**src/rtl/computedram_sequencer.sv**
```systemverilog
// Timing-violating DRAM row-operation sequencer (PRE_ALL, ACT R1, PRE, ACT R2, PRE_ALL).
// Optional status outputs (done pulse, op counter) are enabled with `define COMPUTEDRAM_STATUS_EN.
module computedram_sequencer #(
    parameter logic [2:0]  BANK = 3'd0,
    parameter int unsigned TRP  = 3,
    parameter int unsigned TRAS = 6
) (
    input  logic        user_clk,
    input  logic        user_rst_n,
    input  logic        init_done,
    input  logic [9:0]  ComputeDRAM_R1,
    input  logic [9:0]  ComputeDRAM_R2,
    input  logic [3:0]  ComputeDRAM_T1,
    input  logic [3:0]  ComputeDRAM_T2,
    input  logic        ComputeDRAM_vld,
    output logic        ComputeDRAM_rdy,
    output logic        bus_req,
    input  logic        bus_gnt,
    output logic [14:0] dram_a,
    output logic [2:0]  dram_ba,
    output logic        dram_cs_n,
    output logic        dram_ras_n,
    output logic        dram_cas_n,
    output logic        dram_we_n
`ifdef COMPUTEDRAM_STATUS_EN
    ,
    output logic        ComputeDRAM_done,
    output logic [15:0] ComputeDRAM_count
`endif
);

    localparam logic [3:0] S_IDLE     = 4'd0;
    localparam logic [3:0] S_REQ      = 4'd1;
    localparam logic [3:0] S_PREA     = 4'd2;
    localparam logic [3:0] S_WAIT_RP1 = 4'd3;
    localparam logic [3:0] S_ACT1     = 4'd4;
    localparam logic [3:0] S_WAIT_T1  = 4'd5;
    localparam logic [3:0] S_PRE      = 4'd6;
    localparam logic [3:0] S_WAIT_T2  = 4'd7;
    localparam logic [3:0] S_ACT2     = 4'd8;
    localparam logic [3:0] S_WAIT_RAS = 4'd9;
    localparam logic [3:0] S_PREA2    = 4'd10;
    localparam logic [3:0] S_WAIT_RP2 = 4'd11;

    // Command pin order is {cs_n, ras_n, cas_n, we_n}.
    localparam logic [3:0] CMD_DESEL = 4'b1111;
    localparam logic [3:0] CMD_NOP   = 4'b0111;
    localparam logic [3:0] CMD_PRE   = 4'b0010;
    localparam logic [3:0] CMD_ACT   = 4'b0011;

    localparam logic [7:0] TRP_C  = 8'(TRP);
    localparam logic [7:0] TRAS_C = 8'(TRAS);

    logic [3:0]  state_q, state_d;
    logic [7:0]  cnt_q, cnt_d;
    logic [9:0]  r1_q, r1_d, r2_q, r2_d;
    logic [3:0]  t1_q, t1_d, t2_q, t2_d;
    logic        rdy_q, rdy_d;
    logic        bus_req_q, bus_req_d;
    logic [14:0] a_q, a_d;
    logic [2:0]  ba_q, ba_d;
    logic [3:0]  cmd_q, cmd_d;
    logic        accept;

    assign accept = ComputeDRAM_vld && rdy_q;

    // Sequencing: a wait of length L loads L-1 into the counter; L=0 skips the wait state.
    always_comb begin
        state_d = state_q;
        cnt_d   = cnt_q;
        r1_d    = r1_q;
        r2_d    = r2_q;
        t1_d    = t1_q;
        t2_d    = t2_q;
        case (state_q)
            S_IDLE: begin
                if (accept) begin
                    state_d = S_REQ;
                    r1_d    = ComputeDRAM_R1;
                    r2_d    = ComputeDRAM_R2;
                    t1_d    = ComputeDRAM_T1;
                    t2_d    = ComputeDRAM_T2;
                end
            end
            S_REQ: begin
                if (bus_gnt) state_d = S_PREA;
            end
            S_PREA: begin
                if (TRP_C == 8'd0) state_d = S_ACT1;
                else begin
                    state_d = S_WAIT_RP1;
                    cnt_d   = TRP_C - 8'd1;
                end
            end
            S_WAIT_RP1: begin
                if (cnt_q == 8'd0) state_d = S_ACT1;
                else cnt_d = cnt_q - 8'd1;
            end
            S_ACT1: begin
                if (t1_q == 4'd0) state_d = S_PRE;
                else begin
                    state_d = S_WAIT_T1;
                    cnt_d   = {4'd0, t1_q} - 8'd1;
                end
            end
            S_WAIT_T1: begin
                if (cnt_q == 8'd0) state_d = S_PRE;
                else cnt_d = cnt_q - 8'd1;
            end
            S_PRE: begin
                if (t2_q == 4'd0) state_d = S_ACT2;
                else begin
                    state_d = S_WAIT_T2;
                    cnt_d   = {4'd0, t2_q} - 8'd1;
                end
            end
            S_WAIT_T2: begin
                if (cnt_q == 8'd0) state_d = S_ACT2;
                else cnt_d = cnt_q - 8'd1;
            end
            S_ACT2: begin
                if (TRAS_C == 8'd0) state_d = S_PREA2;
                else begin
                    state_d = S_WAIT_RAS;
                    cnt_d   = TRAS_C - 8'd1;
                end
            end
            S_WAIT_RAS: begin
                if (cnt_q == 8'd0) state_d = S_PREA2;
                else cnt_d = cnt_q - 8'd1;
            end
            S_PREA2: begin
                if (TRP_C == 8'd0) state_d = S_IDLE;
                else begin
                    state_d = S_WAIT_RP2;
                    cnt_d   = TRP_C - 8'd1;
                end
            end
            S_WAIT_RP2: begin
                if (cnt_q == 8'd0) state_d = S_IDLE;
                else cnt_d = cnt_q - 8'd1;
            end
            default: state_d = S_IDLE;
        endcase
    end

    // Pins are decoded from the current state and registered, so they trail the state by one cycle.
    always_comb begin
        bus_req_d = (state_q != S_IDLE);
        cmd_d     = CMD_DESEL;
        a_d       = 15'd0;
        ba_d      = 3'd0;
        case (state_q)
            S_PREA, S_PREA2: begin
                cmd_d = CMD_PRE;
                a_d   = 15'h0400;
                ba_d  = BANK;
            end
            S_ACT1: begin
                cmd_d = CMD_ACT;
                a_d   = {5'd0, r1_q};
                ba_d  = BANK;
            end
            S_ACT2: begin
                cmd_d = CMD_ACT;
                a_d   = {5'd0, r2_q};
                ba_d  = BANK;
            end
            S_PRE: begin
                cmd_d = CMD_PRE;
                ba_d  = BANK;
            end
            S_WAIT_RP1, S_WAIT_T1, S_WAIT_T2, S_WAIT_RAS, S_WAIT_RP2: begin
                cmd_d = CMD_NOP;
                ba_d  = BANK;
            end
            default: ;
        endcase
        // Ready only once the bus has actually been handed back.
        rdy_d = (state_q == S_IDLE) && !bus_req_q && init_done && !accept;
    end

`ifdef COMPUTEDRAM_STATUS_EN
    logic        done_q, done_d;
    logic [15:0] count_q, count_d;

    always_comb begin
        done_d  = bus_req_q && !bus_req_d;
        count_d = count_q + {15'd0, done_d};
    end

    always_ff @(posedge user_clk) begin
        if (!user_rst_n) begin
            done_q  <= 1'b0;
            count_q <= 16'd0;
        end else begin
            done_q  <= done_d;
            count_q <= count_d;
        end
    end

    assign ComputeDRAM_done  = done_q;
    assign ComputeDRAM_count = count_q;
`endif

    always_ff @(posedge user_clk) begin
        if (!user_rst_n) begin
            state_q   <= S_IDLE;
            cnt_q     <= 8'd0;
            r1_q      <= 10'd0;
            r2_q      <= 10'd0;
            t1_q      <= 4'd0;
            t2_q      <= 4'd0;
            rdy_q     <= 1'b0;
            bus_req_q <= 1'b0;
            a_q       <= 15'd0;
            ba_q      <= 3'd0;
            cmd_q     <= CMD_DESEL;
        end else begin
            state_q   <= state_d;
            cnt_q     <= cnt_d;
            r1_q      <= r1_d;
            r2_q      <= r2_d;
            t1_q      <= t1_d;
            t2_q      <= t2_d;
            rdy_q     <= rdy_d;
            bus_req_q <= bus_req_d;
            a_q       <= a_d;
            ba_q      <= ba_d;
            cmd_q     <= cmd_d;
        end
    end

    assign ComputeDRAM_rdy = rdy_q;
    assign bus_req         = bus_req_q;
    assign dram_a          = a_q;
    assign dram_ba         = ba_q;
    assign dram_cs_n       = cmd_q[3];
    assign dram_ras_n      = cmd_q[2];
    assign dram_cas_n      = cmd_q[1];
    assign dram_we_n       = cmd_q[0];

endmodule

```
**config.mk**
```make
export PLATFORM = sky130hd
export DESIGN_NAME = computedram_sequencer
export DESIGN_NICKNAME = d
export VERILOG_FILES = /design/src/rtl/computedram_sequencer.sv
export SDC_FILE = /design/constraint.sdc
export NUM_CORES = 1
export LEC_CHECK = 0
export CORE_ASPECT_RATIO = 1.25
export CORE_MARGIN = 2
export CORE_UTILIZATION = 28
export CTS_CLUSTER_DIAMETER = 60
export DETAILED_ROUTE_END_ITERATION = 12
export PLACE_DENSITY = 0.58
export SETUP_SLACK_MARGIN = 0.4
export SLEW_MARGIN = 5
export SYNTH_ARGS = -nofsm -noshare
export SYNTH_HDL_FRONTEND = slang
export SYNTH_SLANG_ARGS = --single-unit
```
**constraint.sdc**
```tcl
create_clock -name user_clk -period 2.55 [get_ports user_clk]
set_input_delay 0.3825 -clock user_clk [delete_from_list [all_inputs] [get_ports user_clk]]
set_output_delay 0.3825 -clock user_clk [all_outputs]
set_load 0.005 [all_outputs]
```
### Floorplan with the power grid

Scale: 3 px per um. Pins as bars on the die edge. Tap cells in grey.
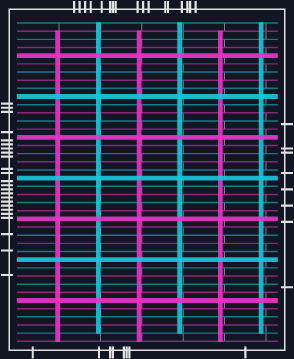
colour	net
cyan	VDD
magenta	VSS
tap cells	123
met1 rails	40
met5 straps	7
rows	39
Core ar.: 9220 um2
worst vdd ir: 0.311 mV
Die W: 91.3 um

### The clock network

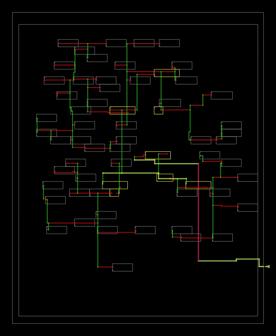
clk sink count: 56
clock buffers: 5
clk_skew: 0.00882 ns

### Placement density heat map

Scale: 3 px per um. The die is cut into 9 by 11 equal tiles; white is low, dark blue is high, 0 to 100% covered.
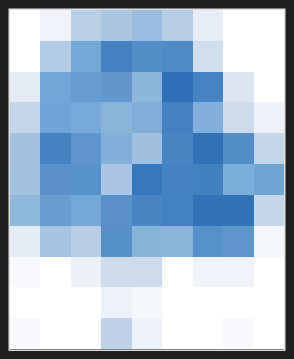
mean over tiles	32%
fullest tile	75%
nearly empty tiles	22%
emptiest ninth of the die	lower left
floorplan utilization: 0.289
Core Util, Final: 0.374

### Routed metal, one colour a layer

Scale: 4 px per um.
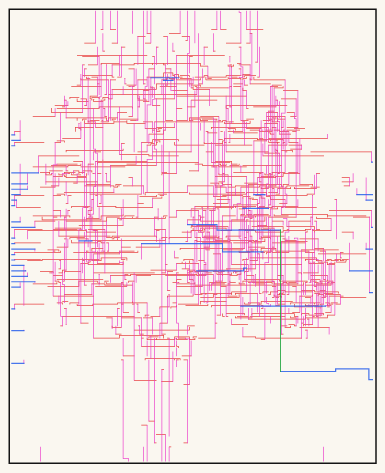
colour	layer	wire length
blue	metal 3	216 um
magenta	metal 2	3290 um
red	metal 1	3050 um
green	metal 4	35.4 um
GRT Util Overall: 0.130
wire length per cell: 13.1 um
total vias in the final route: 2421
WL final: 6590 um

### Register map, names as in the netlist

Scale: 4 px per um.
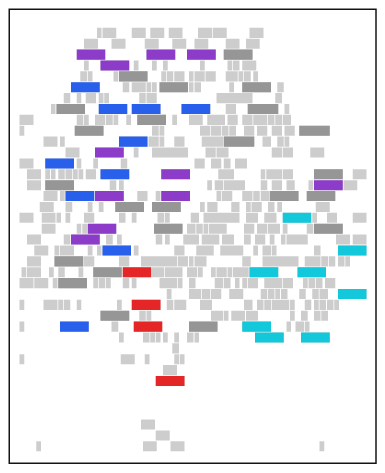
colour	name in the netlist	sequential cells
blue	r1_q	10
red	t2_q	4
purple	dram_a	11
cyan	cnt_q	8
not coloured	23

==> impl_metrics.tcl <==
# yosys + openroad results
set metrics [dict create \
    warnings 29 \
    drive_above_1_share 0.102 \
    p_total_mw 2.14 \
    n_fill_cell 967 \
    topCellsByArea "dfxtp_1 42%, nand2_1 9.8%, a21oi_1 7.7%" \
    tritoncts "yes" \
    synth_flops 56 \
    crit_type "reg2reg" \
    setup_ws_ns 0.529 \
    top_cell_area_share 0.420 \
    vias_per_cell 4.79 \
    root_buffer "clkbuf_16" \
    max_stage_delay_ns 0.72 \
    grt_first_pass_wirelength_um 10900 \
    grt_pass1_vias 2308 \
    startpoint_type "flop" \
    dpl_worst_slack_ns 0.442 \
    cellLeakagePower_nw 1.21 \
    whs_ns 0.425 \
    fin_nets 420 \
    fin_crit_sh 0.793 \
    ys_area_um2 2670 \
    postCtsSetupBuffers 0 \
    area_growth_pct 29.2 \
    stdcell_count 505 \
    r2r_cells 5 \
    drt-initial-drc-count 110 \
    maxSlewViolCount 0 \
    design_area_um2 3450 \
    hpwlAfterDp_um 4780 \
    r2r_slack_ns 0.53 \
    r2r-start "state_q[1]" \
    ys.flop_type "dfxtp_1" \
    xor_area_frac 0.0164 \
    hold_end "ComputeDRAM_rdy" \
    hold_path_depth 1 \
    timing.fmax_mhz 495 \
    path_clk_slew_ns 0.08 \
    path_cells "nor2b_1 > a32oi_1 > and3_2 > o21a_1 > o221a_2" \
    ys_cells 337 \
    final_common_cell "nand2_1" \
    fin_tns_setup_ns 0 \
    slew_headroom 0.581 \
    netlist_area_um2 2670 \
    synthAoiAreaFrac 0.217 \
    drc 0 \
    worst_pin_slew_ns 0.627 \
    fa_ha_area_frac 0.0281 \
    hold_buffers 0 \
    row_count 39 \
    path_max_fanout 19 \
    yosysWarnings 0 \
    insertion_delay_ns 0.30 \
    endpoint_kind "flop" \
    final-setup-viol-count 0 \
    hold_violations 0 \
    async_flop_share 0 \
    top_area_cell "dfxtp_1" \
    worstSetupStartpoint "state_q[1]" \
    htreeDepth 2 \
    dpl_cell_area_um2 3270 \
    ys_sh_mux 0.00422 \
    gp_congestion 0.838 \
    synth_cell_types 53 \
    detail-route-antenna-nets 0 \
    die_area_um2 10300 \
    synthTopLogicFamily "simple AND/OR/NAND/NOR gates" \
    hp-class "reg2reg" \
    final_cell_mix "70 x nand2_1, 53 x dfxtp_1, 48 x clkdlybuf4s50_1" \
    rsz0062_at_grt "false" \
    arrival_ns 2.21 \
    cts_resized 0 \
    io_buffers 48 \
    grt_max_degree 29 \
    yosys.area_share.simple 0.238 \
    num_antenna_cells 0 \
    power.density_nw_per_um2 622 \
    cts_buffer_depth 2 \
    status "complete, no violations" \
    overflow 0 \
    cp.required_ns 2.74 \
    synth_seq_share 0.420 \
    r2r-end "cnt_q[6]" \
    most_common_cell "nand2_1" \
    slowest_stage "dfxtp_1" \
    cts_buffers 5 \
    min_period_ns 2.02 \
    synth-edff-count 0 \
    placedCellCount 497 \
    ios 57 \
    synthCells 337 \
    common_cells "70 x nand2_1, 56 x dfxtp_1, 41 x a21oi_1" \
    antenna_found_initial 0 \
    hp-start "bus_req" \
    drt-pass1-iter-count 4 \
    synth.avg_cell_area_um2 7.92 \
    drv_cap 0 \
]
-- sequential cells by signal, indices dropped and copies added (netlist names) --
| register | flops |
|---|---|
| t1_q | 4 |
| r1_q | 10 |
| cnt_q | 8 |
| state_q | 4 |
| dram_a | 11 |
| r2_q | 10 |
| cmd_q | 3 |
| ComputeDRAM_rdy | 1 |
| t2_q | 4 |
| bus_req | 1 |
-- per-layer routing --
layer  global-route usage  share of wire  wire length [um]
met5                    0              0                 0
met4               0.0343         0.0053                35
met3               0.0260          0.033               216
met2                0.219           0.50              3290
met1                0.168           0.46              3050
-- worst max path at each step --
stage               endpoint  slack, ns  cells after the start
floorplan           cnt_q[6]       0.70                      8
global placement    cnt_q[6]       0.46                      5
detailed placement  cnt_q[6]       0.44                      5
CTS                 cnt_q[6]       0.43                      5
global route        cnt_q[6]       0.42                      5
finish              cnt_q[6]       0.53                      5
-- cell type report --
| type | instances | area (um2) | share of cell area |
|---|---|---|---|
| multi-input cells | 247 | 1390 | 0.404 |
| clock buffers | 5 | 125 | 0.0363 |
| repair buffers | 61 | 578 | 0.168 |
| flip-flops and latches | 56 | 1120 | 0.326 |
| well taps | 123 | 154 | 0.0446 |
| inverters | 10 | 37.5 | 0.0109 |
| clock inverters | 3 | 33.8 | 0.00980 |
-- critical path: cells and delay by family, from the launching register on --
kind             cells  cell delay, ns
AND/OR/NAND/NOR      2            0.65
AND-OR/OR-AND        3            0.53
flip-flops           1            0.72
-- cells by family after synthesis --
logic type / Yosys count
compound gates: 92
simple gates: 135
mux: 1
other cells: 2
xor+xnor: 5
fa+ha+maj: 6
buf+inv: 40
flops: 56
-- power by group --
part | switching (mW) | internal (mW)
logic | 0.225 | 0.200
clock network | 0.347 | 0.379
registers | 0.0648 | 0.927
Power figures rest on the tool's default switching activity, not on a simulated workload.
